==> config.mk <==
export PLATFORM = sky130hd
export DESIGN_NAME = mem_port_arbiter
export DESIGN_NICKNAME = d
export VERILOG_FILES = /design/src/rtl/mem_arb_pkg.sv /design/src/rtl/mem_arb_pick.sv /design/src/rtl/mem_port_arbiter.sv
export SDC_FILE = /design/constraint.sdc
export NUM_CORES = 1
export LEC_CHECK = 0
export ABC_AREA = 1
export CAP_MARGIN = 25
export CORE_AREA = 10 10 100 102
export DETAILED_ROUTE_END_ITERATION = 7
export DIE_AREA = 0 0 110 112
export DONT_BUFFER_PORTS = 1
export PLACE_DENSITY = 0.51
export REMOVE_ABC_BUFFERS = 1
export SLEW_MARGIN = 10
export SYNTH_ARGS = -nofsm -noshare
export SYNTH_HDL_FRONTEND = slang
export SYNTH_SLANG_ARGS = --single-unit
export TNS_END_PERCENT = 100
==> constraint.sdc <==
create_clock -name Clock -period 1.75 [get_ports Clock]
set_input_delay 0.35 -clock Clock [delete_from_list [all_inputs] [get_ports Clock]]
set_output_delay 0.35 -clock Clock [all_outputs]
set_load 0.1 [all_outputs]
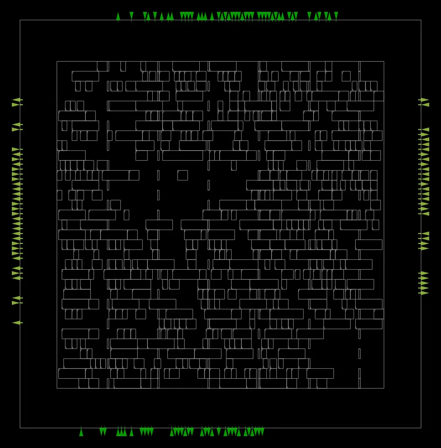
*Placed standard cells, run 1*
Rows: 33
fill cell count: 829
flip-flops: 75

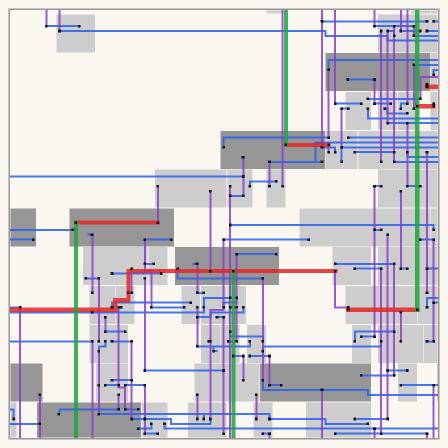
*Zoomed window, run 1*
Window x 40 to 70, y 41 to 71 µm. Cells in grey, sequential cells in the stronger grey; small squares are vias.
Key: M3 = red; M2 = purple; M1 = blue; M4 = green
43 logic cells have their middle in the window. Sequential cells in the window: 6.

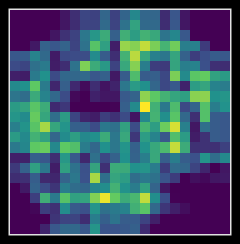
*Signal metal coverage by tile, run 1*
(2 px per µm) 22 x 22 tiles, from dark purple (low) to yellow (high), scaled to the fullest tile. Values are wire area over tile area, all layers added.
25% of the tiles are over half the peak. The fullest tile reaches 0.41. 17% of the tiles are nearly empty. The mean over all tiles is 0.13.
gr usage total: 15.5%
Vias: 2,938
drt wl/cell: 16.0 µm

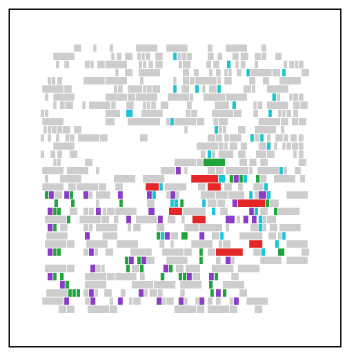
*Selected gate families, run 1*
(3 px per µm)
Key: fa/ha/maj cells = red [cells 8, where centre]; inv cells = cyan [cells 37]; nor cells = green [cells 41]; aoi and oai cells = purple [cells 44]
multi-input gate share of the layout cell area: 33.7%
most frequent logic cell in the layout: nand2_1
fin cells: 605

==> impl_metrics.env, run 1 <==
# yosys + openroad results
export IMPL_status="finished, violations left"
export IMPL_violations="setup timing"
export IMPL_ys_seq_share_pct=47.3
export IMPL_nonClkBufAreaFrac_pct=18.8
export IMPL_drt_pass1_iterations=5
export IMPL_cts_tree="built"
export IMPL_wl_met2_um=4650
export IMPL_final_nets=572
export IMPL_common_cells="nand2_1 (92), dfxtp_1 (75), nand3_1 (67)"
export IMPL_yosys_area_mm2=0.00318
export IMPL_comb_power_share_pct=52.9
export IMPL_setup_ws_ns=-0.0230
export IMPL_grt_max_degree=53
export IMPL_cpPeakStageDelay_ns=0.33
export IMPL_p_leak_nw=2.01
export IMPL_xor_area_share_pct=0.552
export IMPL_cts_hold_buf=0
export IMPL_initCoreUtil_pct=39.4
export IMPL_grt_met2_usage_pct=24.3
export IMPL_cp_cell_sequence="inv_2 > ha_4 > nand2_4 > nor2_8 > nand3_2 > inv_2 > buf_12"
export IMPL_clock_path_buffers=2
export IMPL_yosysCellCount=412
export IMPL_cts_buffers=9
export IMPL_simple_gate_area_share_pct=31.8
export IMPL_required_ns=1.40
export IMPL_crit_top_cell="inv_2"
export IMPL_grt_pass1_vias=2917
export IMPL_n_clock_buffer=11
export IMPL_use_met1_pct=18.0
export IMPL_top_area_cell="dfxtp_1"
export IMPL_synth_edff_count=0
export IMPL_die_area_mm2=0.0123
export IMPL_dr_wl_met3_um=931
export IMPL_top_layer="met4"
export IMPL_ys_flop_type="dfxtp_1"
export IMPL_comb_area_mm2=0.00141
export IMPL_tap_cells=105
export IMPL_synth_cells=412
export IMPL_drc=0
export IMPL_finalSetupViolCount=2
export IMPL_io_buffers=0
export IMPL_insertion_delay_ns=0.35
export IMPL_cts_num_sinks=75
export IMPL_power_total_mw=7.45
export IMPL_nonClockInverterCount=37
export IMPL_holdCritPathClass="input pin to flip-flop"
export IMPL_p_int_mw=3.63
export IMPL_p_per_area_mw_per_mm2=1780
export IMPL_cts_resized_gates=15
export IMPL_drt_met1_wl_um=3850
export IMPL_seq_share_pct=36.1
export IMPL_die_h_um=112
export IMPL_synth_area_per_cell_um2=7.71
[run 1: placed cells by master, fill, tap and decap left out, drive strengths merged, types with 3 or more instances in the layout]
cell type  netlist  layout
nand2           97      97
buf              9      95
dfxtp           75      75
nand3           67      67
nor2            41      41
inv             37      38
a21oi           21      21
o21ai           20      20
nand4           16      16
clkbuf          14      11
ha               8       8
clkinv           0       3
[run 1: power groups by stage]
stage               Combinational, mW  Sequential, mW  Clock (mW)
detailed placement               3.79            2.16           0
global placement                 3.76            2.15           0
floorplan                        1.03            4.00           0
CTS                              3.93            2.12        1.43
finish                           3.94            2.12        1.39
global route                     4.16            2.15        1.51
==> run 1 -> run 2 <==
Settings changed: SLEW_MARGIN 10 to 15.
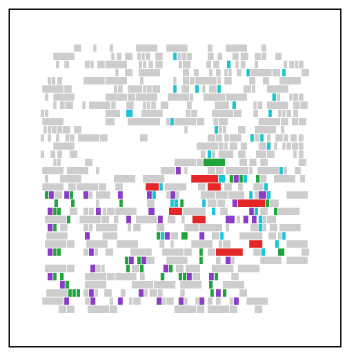
*Selected gate families, run 2*
(3 px per µm)
Key: nor cells = green [cells 41]; aoi and oai cells = purple [cells 44]; fa/ha/maj cells = red [cells 8, where centre]; inv cells = cyan [cells 37]

==> run 2 against run 1 <==
Compared with the run above:
- the run still ends with setup timing left
- sequential power about the same
- cell count unchanged
- setup slack unchanged
- hold slack unchanged
- die area unchanged
- highest routed layer unchanged
- critical endpoint unchanged
- sequential cell count unchanged
- maximum frequency unchanged
- clock skew unchanged
- register-to-register slack about the same
- clock power about the same
==> impl_metrics.env, run 2 <==
# yosys + openroad results
export IMPL_cpPeakStageDelay_ns=0.33
export IMPL_cp_cell_sequence="inv_2 > ha_4 > nand2_4 > nor2_8 > nand3_2 > inv_2 > buf_12"
export IMPL_p_per_area_mw_per_mm2=1780
export IMPL_drv_cap=0
export IMPL_grt_max_degree=53
export IMPL_instances_no_fill=605
export IMPL_nFillCells=829
export IMPL_ys_flop_type="dfxtp_1"
export IMPL_synth_edff_count=0
export IMPL_xor_area_share_pct=0.552
export IMPL_crit_fanout=4
export IMPL_grt_pass1_vias=2917
export IMPL_wire_per_inst_um=16.0
export IMPL_pwr_group_clock_mw=1.39
export IMPL_detailroute_via_count=2938
export IMPL_cts_buffers=9
export IMPL_top_area_cell="dfxtp_1"
export IMPL_holdCritPathClass="input pin to flip-flop"
export IMPL_power_total_mw=7.45
export IMPL_insertion_delay_ns=0.35
export IMPL_layout_cells_most_common="nand2_1"
export IMPL_comb_share_pct=33.7
export IMPL_power_group_top="combinational logic"
export IMPL_flop_count=75
export IMPL_clock_path_buffers=2
export IMPL_cts_tree="built"
export IMPL_seq_cell_power_mw=2.12
export IMPL_yosys_area_mm2=0.00318
export IMPL_nonClockInverterCount=37
export IMPL_simple_gate_area_share_pct=31.8
export IMPL_hold_depth=1
export IMPL_io_buffers=0
export IMPL_lay_top_cells="nand2_1 (92), buf_4 (89), dfxtp_1 (71)"
export IMPL_cts_hold_buf=0
export IMPL_status="finished, violations left"
export IMPL_p_leak_nw=2.01
export IMPL_grt_met2_usage_pct=24.3
export IMPL_r2r_cells=11
export IMPL_synth_cells=412
export IMPL_grt_usage_pct=15.5
export IMPL_cts_num_sinks=75
export IMPL_synth_area_per_cell_um2=7.71
export IMPL_comb_area_mm2=0.00141
export IMPL_comb_power_share_pct=52.9
export IMPL_die_area_mm2=0.0123
export IMPL_required_ns=1.40
export IMPL_use_met1_pct=18.0
export IMPL_finalSetupViolCount=2
export IMPL_violations="setup timing"
export IMPL_common_cells="nand2_1 (92), dfxtp_1 (75), nand3_1 (67)"
export IMPL_setup_ws_ns=-0.0230
export IMPL_crit_top_cell="inv_2"
export IMPL_n_clock_buffer=11
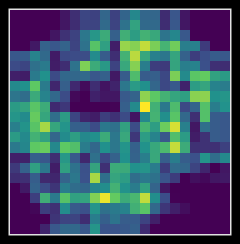
*Signal metal coverage by tile, run 2*
(2 px per µm) 22 x 22 tiles, from dark purple (low) to yellow (high), scaled to the fullest tile. Values are wire area over tile area, all layers added.
17% of the tiles are nearly empty. 25% of the tiles are over half the peak. The emptiest ninth of the die: lower right. The fullest tile reaches 0.41.
Total Wirelength: 9690 µm

-- run 2: routing by layer --
layer | vias up | part of all wire [%]
met4 | 0 | 2.7
met2 | 99 | 48
met1 | 1312 | 40
met3 | 17 | 9.6
met5 | - | 0
li1 | 1510 | -
-- run 2: what timing repair did --
action | 4_1_cts | 5_1_grt
resized | 15 | 4
setup endpoints to repair | 3 | 19
pin swaps | 9 | 5
setup buffers | 10 | 1
cloned | 0 | 0
-- run 2: worst register-to-register path, delay by kind of cell (launching register included) --
| kind | cells | cell delay (ns) |
|---|---|---|
| adder cells (fa/ha/maj) | 1 | 0.15 |
| buffers and inverters | 5 | 0.59 |
| flip-flops | 1 | 0.33 |
| AND/OR/NAND/NOR | 5 | 0.46 |
No activity file was given, so power comes from the tool's default toggle rates.
